**src/rtl/count_pkg.sv**
```systemverilog
// Shared constants, types and the step classifier for the count sampler.
package count_pkg;

  localparam int   CNT_W       = 4;
  localparam logic DIR_UP      = 1'b1;
  localparam logic DIR_DOWN    = 1'b0;
  localparam int   SYNC_STAGES = 2;

  typedef logic [CNT_W-1:0] cnt_t;

  typedef struct packed {
    cnt_t count;
    logic dir;
    logic err;
  } evt_t;

  // A single step either way is clean; any other nonzero delta is a jump whose
  // direction is taken from the shorter way round the ring.
  function automatic evt_t classify(cnt_t new_val, cnt_t old_val);
    evt_t e;
    cnt_t delta;
    delta   = new_val - old_val;
    e.count = new_val;
    if (delta == cnt_t'(1)) begin
      e.dir = DIR_UP;
      e.err = 1'b0;
    end else if (delta == '1) begin
      e.dir = DIR_DOWN;
      e.err = 1'b0;
    end else begin
      e.dir = ~delta[CNT_W-1];
      e.err = 1'b1;
    end
    return e;
  endfunction

endpackage

```
**src/rtl/count_sampler_if.sv**
```systemverilog
// Output event handshake: the sampler is master, the consumer is slave.
interface count_sampler_if;
  import count_pkg::*;

  logic out_valid;
  logic out_ready;
  cnt_t out_count;
  logic out_dir;
  logic out_err;

  modport master (output out_valid, out_count, out_dir, out_err, input out_ready);
  modport slave  (input out_valid, out_count, out_dir, out_err, output out_ready);

endinterface

```
**src/rtl/sync2.sv**
```systemverilog
// Single-bit multi-flop synchronizer for a signal asynchronous to clk.
module sync2
  import count_pkg::*;
(
  input  logic clk,
  input  logic rst,
  input  logic d,
  output logic q
);

  logic [SYNC_STAGES-1:0] stage_q;
  logic [SYNC_STAGES-1:0] stage_d;

  always_comb stage_d = {stage_q[SYNC_STAGES-2:0], d};

  always_ff @(posedge clk or posedge rst) begin
    if (rst) stage_q <= '0;
    else     stage_q <= stage_d;
  end

  assign q = stage_q[SYNC_STAGES-1];

endmodule

```
**src/rtl/count_sampler.sv**
```systemverilog
// Samples an asynchronous ripple counter, accepts only settled values and
// reports each change as a classified event with wrap counting.
module count_sampler
  import count_pkg::*;
#(
  parameter int STABLE_CYCLES = 2,
  parameter int WRAP_W        = 8
) (
  input  logic                  clk,
  input  logic                  rst,
  input  logic [CNT_W-1:0]      cnt_in,
  count_sampler_if.master       out_if,
  output logic                  wrap_pulse,
  output logic [WRAP_W-1:0]     wrap_cnt,
  output logic                  overrun
);

  localparam logic [2:0] STAB_MAX = 3'(STABLE_CYCLES);

  cnt_t              s2;
  cnt_t              s3_q, s3_d;
  logic [2:0]        stab_q, stab_d;
  cnt_t              acc_q, acc_d;
  evt_t              out_q, out_d;
  logic              valid_q, valid_d;
  logic              pulse_q, pulse_d;
  logic [WRAP_W-1:0] wrap_q, wrap_d;
  logic              ovr_q, ovr_d;
  logic              fire;
  logic              is_wrap;
  evt_t              evt;

  for (genvar gi = 0; gi < CNT_W; gi++) begin : g_sync
    sync2 u_sync (
      .clk (clk),
      .rst (rst),
      .d   (cnt_in[gi]),
      .q   (s2[gi])
    );
  end

  always_comb begin
    s3_d   = s2;
    stab_d = (s2 != s3_q) ? 3'd0
           : (stab_q == STAB_MAX) ? stab_q : stab_q + 3'd1;
    // The s2 == s3 term keeps a saturated counter from accepting the first
    // sample of a new value before it has been seen twice.
    fire    = (stab_q == STAB_MAX) && (s2 == s3_q) && (s2 != acc_q);
    evt     = classify(s2, acc_q);
    is_wrap = !evt.err && (((acc_q == '1) && (s2 == '0)) ||
                           ((acc_q == '0) && (s2 == '1)));

    acc_d   = acc_q;
    out_d   = out_q;
    valid_d = valid_q;
    pulse_d = 1'b0;
    wrap_d  = wrap_q;
    ovr_d   = ovr_q;

    if (fire) begin
      acc_d   = s2;
      out_d   = evt;
      valid_d = 1'b1;
      if (valid_q && !out_if.out_ready) ovr_d = 1'b1;
      if (is_wrap) begin
        pulse_d = 1'b1;
        if (wrap_q != '1) wrap_d = wrap_q + WRAP_W'(1);
      end
    end else if (valid_q && out_if.out_ready) begin
      valid_d = 1'b0;
    end
  end

  always_ff @(posedge clk or posedge rst) begin
    if (rst) begin
      s3_q    <= '0;
      stab_q  <= '0;
      acc_q   <= '0;
      out_q   <= '0;
      valid_q <= 1'b0;
      pulse_q <= 1'b0;
      wrap_q  <= '0;
      ovr_q   <= 1'b0;
    end else begin
      s3_q    <= s3_d;
      stab_q  <= stab_d;
      acc_q   <= acc_d;
      out_q   <= out_d;
      valid_q <= valid_d;
      pulse_q <= pulse_d;
      wrap_q  <= wrap_d;
      ovr_q   <= ovr_d;
    end
  end

  assign out_if.out_valid = valid_q;
  assign out_if.out_count = out_q.count;
  assign out_if.out_dir   = out_q.dir;
  assign out_if.out_err   = out_q.err;
  assign wrap_pulse       = pulse_q;
  assign wrap_cnt         = wrap_q;
  assign overrun          = ovr_q;

endmodule

```
**src/flat_wrapper.sv**
```systemverilog
// flat-port wrapper written by rule: the top's interface ports become plain ports
module count_sampler_flat import count_pkg::*;
#(
  parameter int STABLE_CYCLES = 2,
  parameter int WRAP_W        = 8
)
  (clk, rst, cnt_in, wrap_pulse, wrap_cnt, overrun, out_if_out_valid, out_if_out_count, out_if_out_dir, out_if_out_err, out_if_out_ready);
  count_sampler_if out_if_i ();
  input  logic clk;
  input  logic rst;
  input  logic [CNT_W-1:0] cnt_in;
  output logic wrap_pulse;
  output logic [WRAP_W-1:0] wrap_cnt;
  output logic overrun;
  output wire logic [$bits(out_if_i.out_valid)-1:0] out_if_out_valid;
  output wire logic [$bits(out_if_i.out_count)-1:0] out_if_out_count;
  output wire logic [$bits(out_if_i.out_dir)-1:0] out_if_out_dir;
  output wire logic [$bits(out_if_i.out_err)-1:0] out_if_out_err;
  input wire logic [$bits(out_if_i.out_ready)-1:0] out_if_out_ready;
  assign out_if_out_valid = out_if_i.out_valid;
  assign out_if_out_count = out_if_i.out_count;
  assign out_if_out_dir = out_if_i.out_dir;
  assign out_if_out_err = out_if_i.out_err;
  assign out_if_i.out_ready = out_if_out_ready;
  count_sampler #(.STABLE_CYCLES(STABLE_CYCLES), .WRAP_W(WRAP_W)) u_core (.clk(clk), .rst(rst), .cnt_in(cnt_in), .out_if(out_if_i), .wrap_pulse(wrap_pulse), .wrap_cnt(wrap_cnt), .overrun(overrun));
endmodule
```
**config.mk**
```make
export PLATFORM = sky130hd
export DESIGN_NAME = count_sampler_flat
export DESIGN_NICKNAME = d
export VERILOG_FILES = /design/src/rtl/count_pkg.sv /design/src/rtl/count_sampler_if.sv /design/src/rtl/sync2.sv /design/src/rtl/count_sampler.sv /design/src/flat_wrapper.sv
export SDC_FILE = /design/constraint.sdc
export NUM_CORES = 1
export LEC_CHECK = 0
export CAP_MARGIN = 20
export CORE_MARGIN = 2
export CORE_UTILIZATION = 55
export CTS_BUF_LIST = sky130_fd_sc_hd__clkbuf_4 sky130_fd_sc_hd__clkbuf_8
export DETAILED_ROUTE_END_ITERATION = 8
export PLACE_DENSITY = 0.89
export SETUP_SLACK_MARGIN = 0.15
export SYNTH_ARGS = -nofsm -noshare
export SYNTH_HDL_FRONTEND = slang
export SYNTH_SLANG_ARGS = --single-unit
```
**constraint.sdc**
```tcl
create_clock -name clk -period 3.3 [get_ports clk]
set_input_delay 0.66 -clock clk [delete_from_list [all_inputs] [get_ports clk]]
set_output_delay 0.66 -clock clk [all_outputs]
set_load 0.01 [all_outputs]
```
==> impl_metrics.toml, run 1 <==
# implementation run metrics
[clock_network]
cts_buffers = 5
clkTransAtPathRegs_ns = 0.09
cts_max_level = 2

[detailed_routing]
wirelength_um = 2880
wl_per_cell_um = 15.3
drt-initial-drc-count = 16

[synth]
yosysChipArea_sq_mm = 0.00156
yosys_warnings = 0
ys_seq_share = 0.512
yosysUniqueCellTypes = 35
mux_area_frac = 0.0208
ys_sh_aoi = 0.134
logic_family = "simple AND/OR/NAND/NOR gates"
simple_gate_area_frac = 0.163
avgSynthCellArea_sq_um = 12.2

[power]
power_switching_mw = 0.161
switching_share = 0.228
pwr-share-comb = 0.073
vdd_drop_max_mv = 0.307

[final_timing]
finalWorstSetupSlack_ns = 0.587
slew_headroom = 0.330
finalCritPeriodShare = 0.822
rsz0062_at_grt = "false"

[grt]
grt_pass1_vias = 1120
grt_max_degree = 33
grt.overflow.total = 0

[min_path]
min_from = "u_core.g_sync[2].u_sync.stage_q[0]$_DFF_PP0_"
worst_hold_path_type = "reg -> reg"

[critical_path]
regToRegStartpoint = "u_core.g_sync[0].u_sync.stage_q[1]$_DFF_PP0_"
rrSetupSlack_ns = 0.59
worst_setup_path_end_kind = "flip-flop"

[place]
hpwlAfterDp_um = 2120
io_buffers = 23
dpl_cell_area_sq_mm = 0.00182

[flow_run]
max_cap_viol_count = 0

[outcome]
status = "finished clean"

[finish]
nets = 171
[run 1: through the flow]
step / cells / hold WS [ns]
2_1_floorplan: 128 / 0.331
3_3_place_gp: 181 / 0.333
3_5_place_dp: 181 / 0.335
4_1_cts: 188 / 0.355
5_1_grt: 188 / 0.359
6_report: 188 / 0.350
[run 1: state kept, by name, indices dropped and copies added, names as in the netlist]
signal / cells
u_core.stab_q: 3
u_core.g_sync.u_sync.stage_q: 8
u_core.out_if.out_dir: 1
u_core.out_if.out_valid: 1
u_core.overrun: 1
u_core.wrap_pulse: 1
u_core.acc_q: 4
u_core.s3_q: 4
u_core.wrap_cnt: 8
u_core.out_if.out_err: 1
[run 1: power by group through the flow]
stage / Combinational, mW / Clock, mW / Sequential, mW
floorplan: 0.0338 / 0 / 0.416
global placement: 0.0490 / 0 / 0.417
detailed placement: 0.0518 / 0 / 0.418
CTS: 0.0523 / 0.251 / 0.410
global route: 0.0577 / 0.268 / 0.412
finish: 0.0513 / 0.244 / 0.410
[run 1: worst max-delay path by stage]
stage | slack, ns | from | end
after floorplan | 0.75 | u_core.g_sync[0].u_sync.stage_q[1]$_DFF_PP0_ | u_core.wrap_cnt[1]$_DFFE_PP0P_
after global placement | 0.73 | u_core.g_sync[0].u_sync.stage_q[1]$_DFF_PP0_ | u_core.wrap_cnt[1]$_DFFE_PP0P_
after detailed placement | 0.61 | u_core.g_sync[0].u_sync.stage_q[1]$_DFF_PP0_ | u_core.wrap_cnt[1]$_DFFE_PP0P_
after CTS | 0.58 | u_core.g_sync[0].u_sync.stage_q[1]$_DFF_PP0_ | u_core.wrap_cnt[1]$_DFFE_PP0P_
after global routing | 0.42 | u_core.g_sync[0].u_sync.stage_q[1]$_DFF_PP0_ | u_core.wrap_cnt[1]$_DFFE_PP0P_
final | 0.59 | u_core.g_sync[0].u_sync.stage_q[1]$_DFF_PP0_ | u_core.wrap_cnt[1]$_DFFE_PP0P_
[run 1: per-layer routing]
metal  GRT usage  share of wire
met1       0.263           0.43
met2       0.343           0.52
met3      0.0476          0.032
met4      0.0831          0.017
met5           0              0
[run 1: worst max-delay path, cell delays in order, from the launching register on]
cell and delay (ns):
dfrtp_1 0.43, inv_1 0.11, ha_1 0.17, inv_1 0.05, fa_1 0.37, xor2_1 0.23, nand3b_1 0.10, or3_4 0.43
a2111oi_4 0.36, mux2_1 0.36
[run 1: cells in the mapped netlist (2+ instances only)]
master | n | share of area
o21ai_0 | 4 | 0.013
nand4_1 | 3 | 0.012
nor4bb_1 | 2 | 0.013
ha_1 | 6 | 0.048
xnor2_1 | 6 | 0.034
nand2b_1 | 2 | 0.0080
mux2_1 | 2 | 0.014
a21oi_1 | 2 | 0.0064
a2111oi_2 | 4 | 0.038
and3_1 | 2 | 0.0080
nor2b_1 | 2 | 0.0080
a2111o_1 | 2 | 0.014
dfrtp_1 | 32 | 0.51
nor2_1 | 5 | 0.012
nand3_1 | 3 | 0.0096
nand2_1 | 15 | 0.036
and2_1 | 2 | 0.0080
xor2_1 | 6 | 0.034
buf_6 | 2 | 0.014
inv_1 | 7 | 0.017
a2111oi_4 | 2 | 0.035
or3_4 | 2 | 0.014
nor3_1 | 2 | 0.0064
nand3b_1 | 2 | 0.0096
==> run_1/clocks.png <==
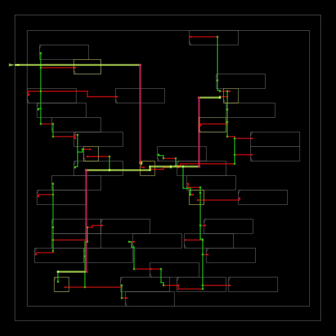
clock buf count: 7
CTS sink cnt: 32
Flop Count: 32
Late-Pin Clk Latency: 0.33 ns

==> run_1/io_placement.png <==
Bar = 20 um. Pins as bars across the die edge, other pins in grey.
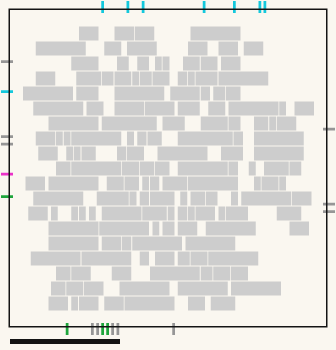
Magenta marks `rst`, pins 1, direction input, edge west. Cyan marks `wrap_cnt`, pins 8, direction output, edge 7 north, 1 west. Green marks `cnt_in`, pins 4, direction input, edge 3 south, 1 west.

==> run_1/detail.png <==
Bar = 5 um. Window x 19 to 39, y 30 to 50 um. Cells in grey, sequential cells in the stronger grey; small squares are vias.
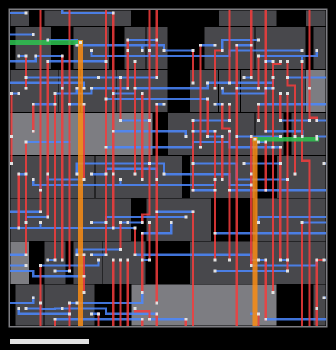
Orange marks metal 4. Green marks metal 3. Red marks metal 2. Blue marks metal 1.
31 logic cells have their middle in the window. Sequential cells in the window: 2. Most frequent: nand2_1 (5), a2111oi_2 (3), xor2_1 (3). Netlist names of flops here include `u_core.wrap_cnt` (2).

==> run_1/logic_types.png <==
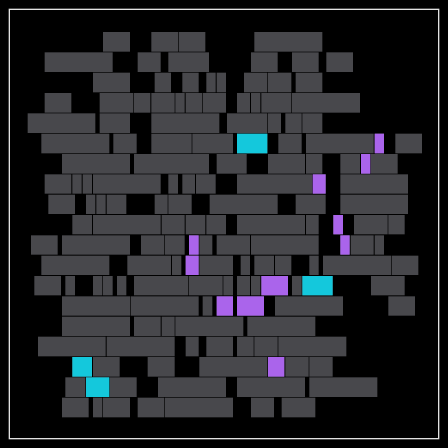

==> inputs of run 2 (changes only) <==
==> constraint.sdc (replaced) <==
create_clock -name clk -period 2.8 [get_ports clk]
set_input_delay 0.56 -clock clk [delete_from_list [all_inputs] [get_ports clk]]
set_output_delay 0.56 -clock clk [all_outputs]
set_load 0.01 [all_outputs]
==> run_2/logic_types.png <==
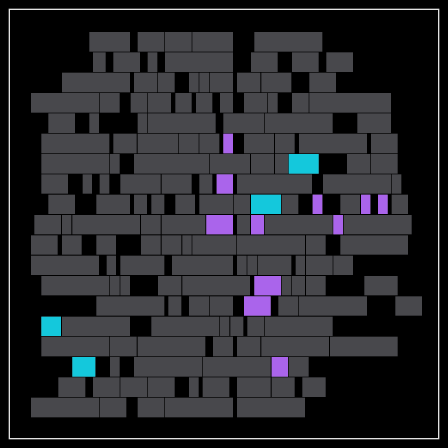
Cyan marks non-inverting ao/oa cells, cells 4, most used a2111o_1. Purple marks nor cells, cells 11, most used nor2_1.

==> run_2/detail.png <==
Bar = 5 um. Window x 19 to 39, y 30 to 50 um. Cells in grey, sequential cells in the stronger grey; small squares are vias.
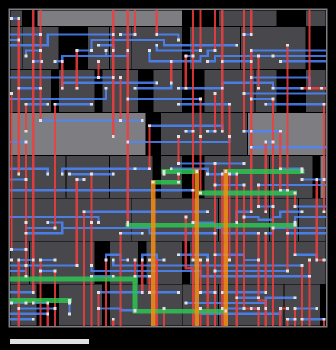
Orange marks metal 4. Blue marks metal 1. Red marks metal 2. Green marks metal 3.
Sequential cells in the window: 2. Most frequent: nand2_1 (3), xor2_1 (3). 36 logic cells have their middle in the window. Netlist names of flops here include `u_core.wrap_cnt` (2).

==> impl_metrics.toml, run 2 <==
# implementation run metrics
[critical_path]
path_buffers = 2
worst_setup_path_end_kind = "flip-flop"
cp.depth = 8
cp_cell_sequence = "inv_2 -> ha_2 -> inv_1 -> fa_2 -> nand3b_1 -> or3_4 -> a2111oi_4 -> mux2_4"
cpMaxStageDelayCell = "fa_2"
slowest_delay_ns = 0.55
critPathCapture = "u_core.wrap_cnt[1]$_DFFE_PP0P_"
cpLargestDelayFamily = "adder cells"

[detailed_routing]
wirelength_um = 3250
drt-initial-drc-count = 41

[synth]
logic_family = "simple AND/OR/NAND/NOR gates"
ys_seq_share = 0.512
simple_gate_area_frac = 0.163
top_cells_by_count = "dfrtp_1, nand2_1, inv_1"
yosys.area.top_type = "dfrtp_1"
yosysChipArea_sq_mm = 0.00156
yosys_warnings = 0
ys_top_cells_by_area = "dfrtp_1, ha_1, a2111oi_2"
mux_area_frac = 0.0208
yosysUniqueCellTypes = 35
top_cell = "dfrtp_1"
ys_sh_aoi = 0.134

[place]
hpwlAfterDp_um = 2200
io_buffers = 23

[final_timing]
finalCritPeriodShare = 0.927
finalWorstSetupSlack_ns = 0.203
rsz0062_at_grt = "true"
slew_headroom = 0.698

[clock_network]
cts_buffer_depth = 2
cts_max_level = 2
clkTransAtPathRegs_ns = 0.10

[outcome]
status = "finished clean"

[flow_run]
max_cap_viol_count = 0

[min_path]
worst_hold_path_type = "reg -> reg"

[grt]
grt_pass1_vias = 1178
grt.overflow.total = 0
==> run_2/clocks.png <==
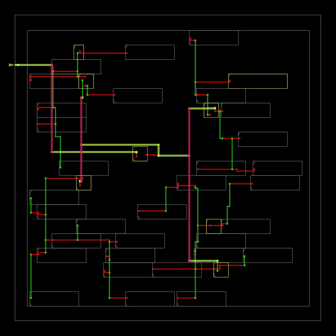
Late-Pin Clk Latency: 0.34 ns
clock buf count: 6
TritonCTS buffer count: 5
Worst Skew: 0.0107 ns

run 2: worst min-delay path by stage:
stage	startpoint	endpoint	cells past startpoint
after floorplan	u_core.g_sync[0].u_sync.stage_q[0]$_DFF_PP0_	u_core.g_sync[0].u_sync.stage_q[1]$_DFF_PP0_	0
after global placement	u_core.g_sync[2].u_sync.stage_q[0]$_DFF_PP0_	u_core.g_sync[2].u_sync.stage_q[1]$_DFF_PP0_	0
after detailed placement	u_core.g_sync[2].u_sync.stage_q[0]$_DFF_PP0_	u_core.g_sync[2].u_sync.stage_q[1]$_DFF_PP0_	0
after CTS	u_core.g_sync[2].u_sync.stage_q[0]$_DFF_PP0_	u_core.g_sync[2].u_sync.stage_q[1]$_DFF_PP0_	0
after global routing	u_core.g_sync[2].u_sync.stage_q[0]$_DFF_PP0_	u_core.g_sync[2].u_sync.stage_q[1]$_DFF_PP0_	0
final	u_core.g_sync[2].u_sync.stage_q[0]$_DFF_PP0_	u_core.g_sync[2].u_sync.stage_q[1]$_DFF_PP0_	0
run 2: cells by family after synthesis:
family                   count (synthesis)
XOR/XNOR                                13
buffers and inverters                    9
AND/OR/NAND/NOR                         45
flip-flops                              32
AND-OR/OR-AND                           19
adder cells (fa/ha/maj)                  7
multiplexers                             3
run 2: power breakdown:
| part | internal [mW] | switching [mW] | total, mW |
|---|---|---|---|
| registers | 0.473 | 0.0103 | 0.483 |
| clock network | 0.197 | 0.159 | 0.355 |
| logic | 0.0323 | 0.0398 | 0.0721 |
run 2: cell type report:
class	count	area share
Tap cell	31	0.0196
Inverter	7	0.0133
Clock inverter	2	0.0177
Sequential cell	32	0.405
Multi-Input combinational cell	87	0.375
Timing Repair Buffer	31	0.147
Clock buffer	6	0.0228
run 2: routing by layer:
layer  global-route usage  up-vias  share of wire
met5                    0        -              0
met4                0.106        0          0.035
met3               0.0544       14          0.048
met2                0.363       34           0.52
met1                0.293      555           0.40
li1                     -      522              -
run 2: through the flow:
stage,instances,area [sq um],util
after floorplan,128,1560,-
after global placement,182,1820,0.667
after detailed placement,182,1820,0.667
after CTS,195,1950,0.714
after global routing,196,1980,0.724
final,196,1980,0.724
run 2: worst register-to-register path, stage by stage, from the launching register on:
cell and delay [ns]:
dfrtp_1 0.41, inv_2 0.08, ha_2 0.18, inv_1 0.05, fa_2 0.55, nand3b_1 0.09
or3_4 0.39, a2111oi_4 0.38, mux2_4 0.35
run 2: timing repair:
item | CTS | global route
pin swaps | 3 | 2
setup endpoints to repair | 2 | 6
buffers inserted | 5 | 1
endpoints found under the hold margin | 0 | 0
resized | 4 | 3
No activity file was given, so power comes from the tool's default toggle rates.
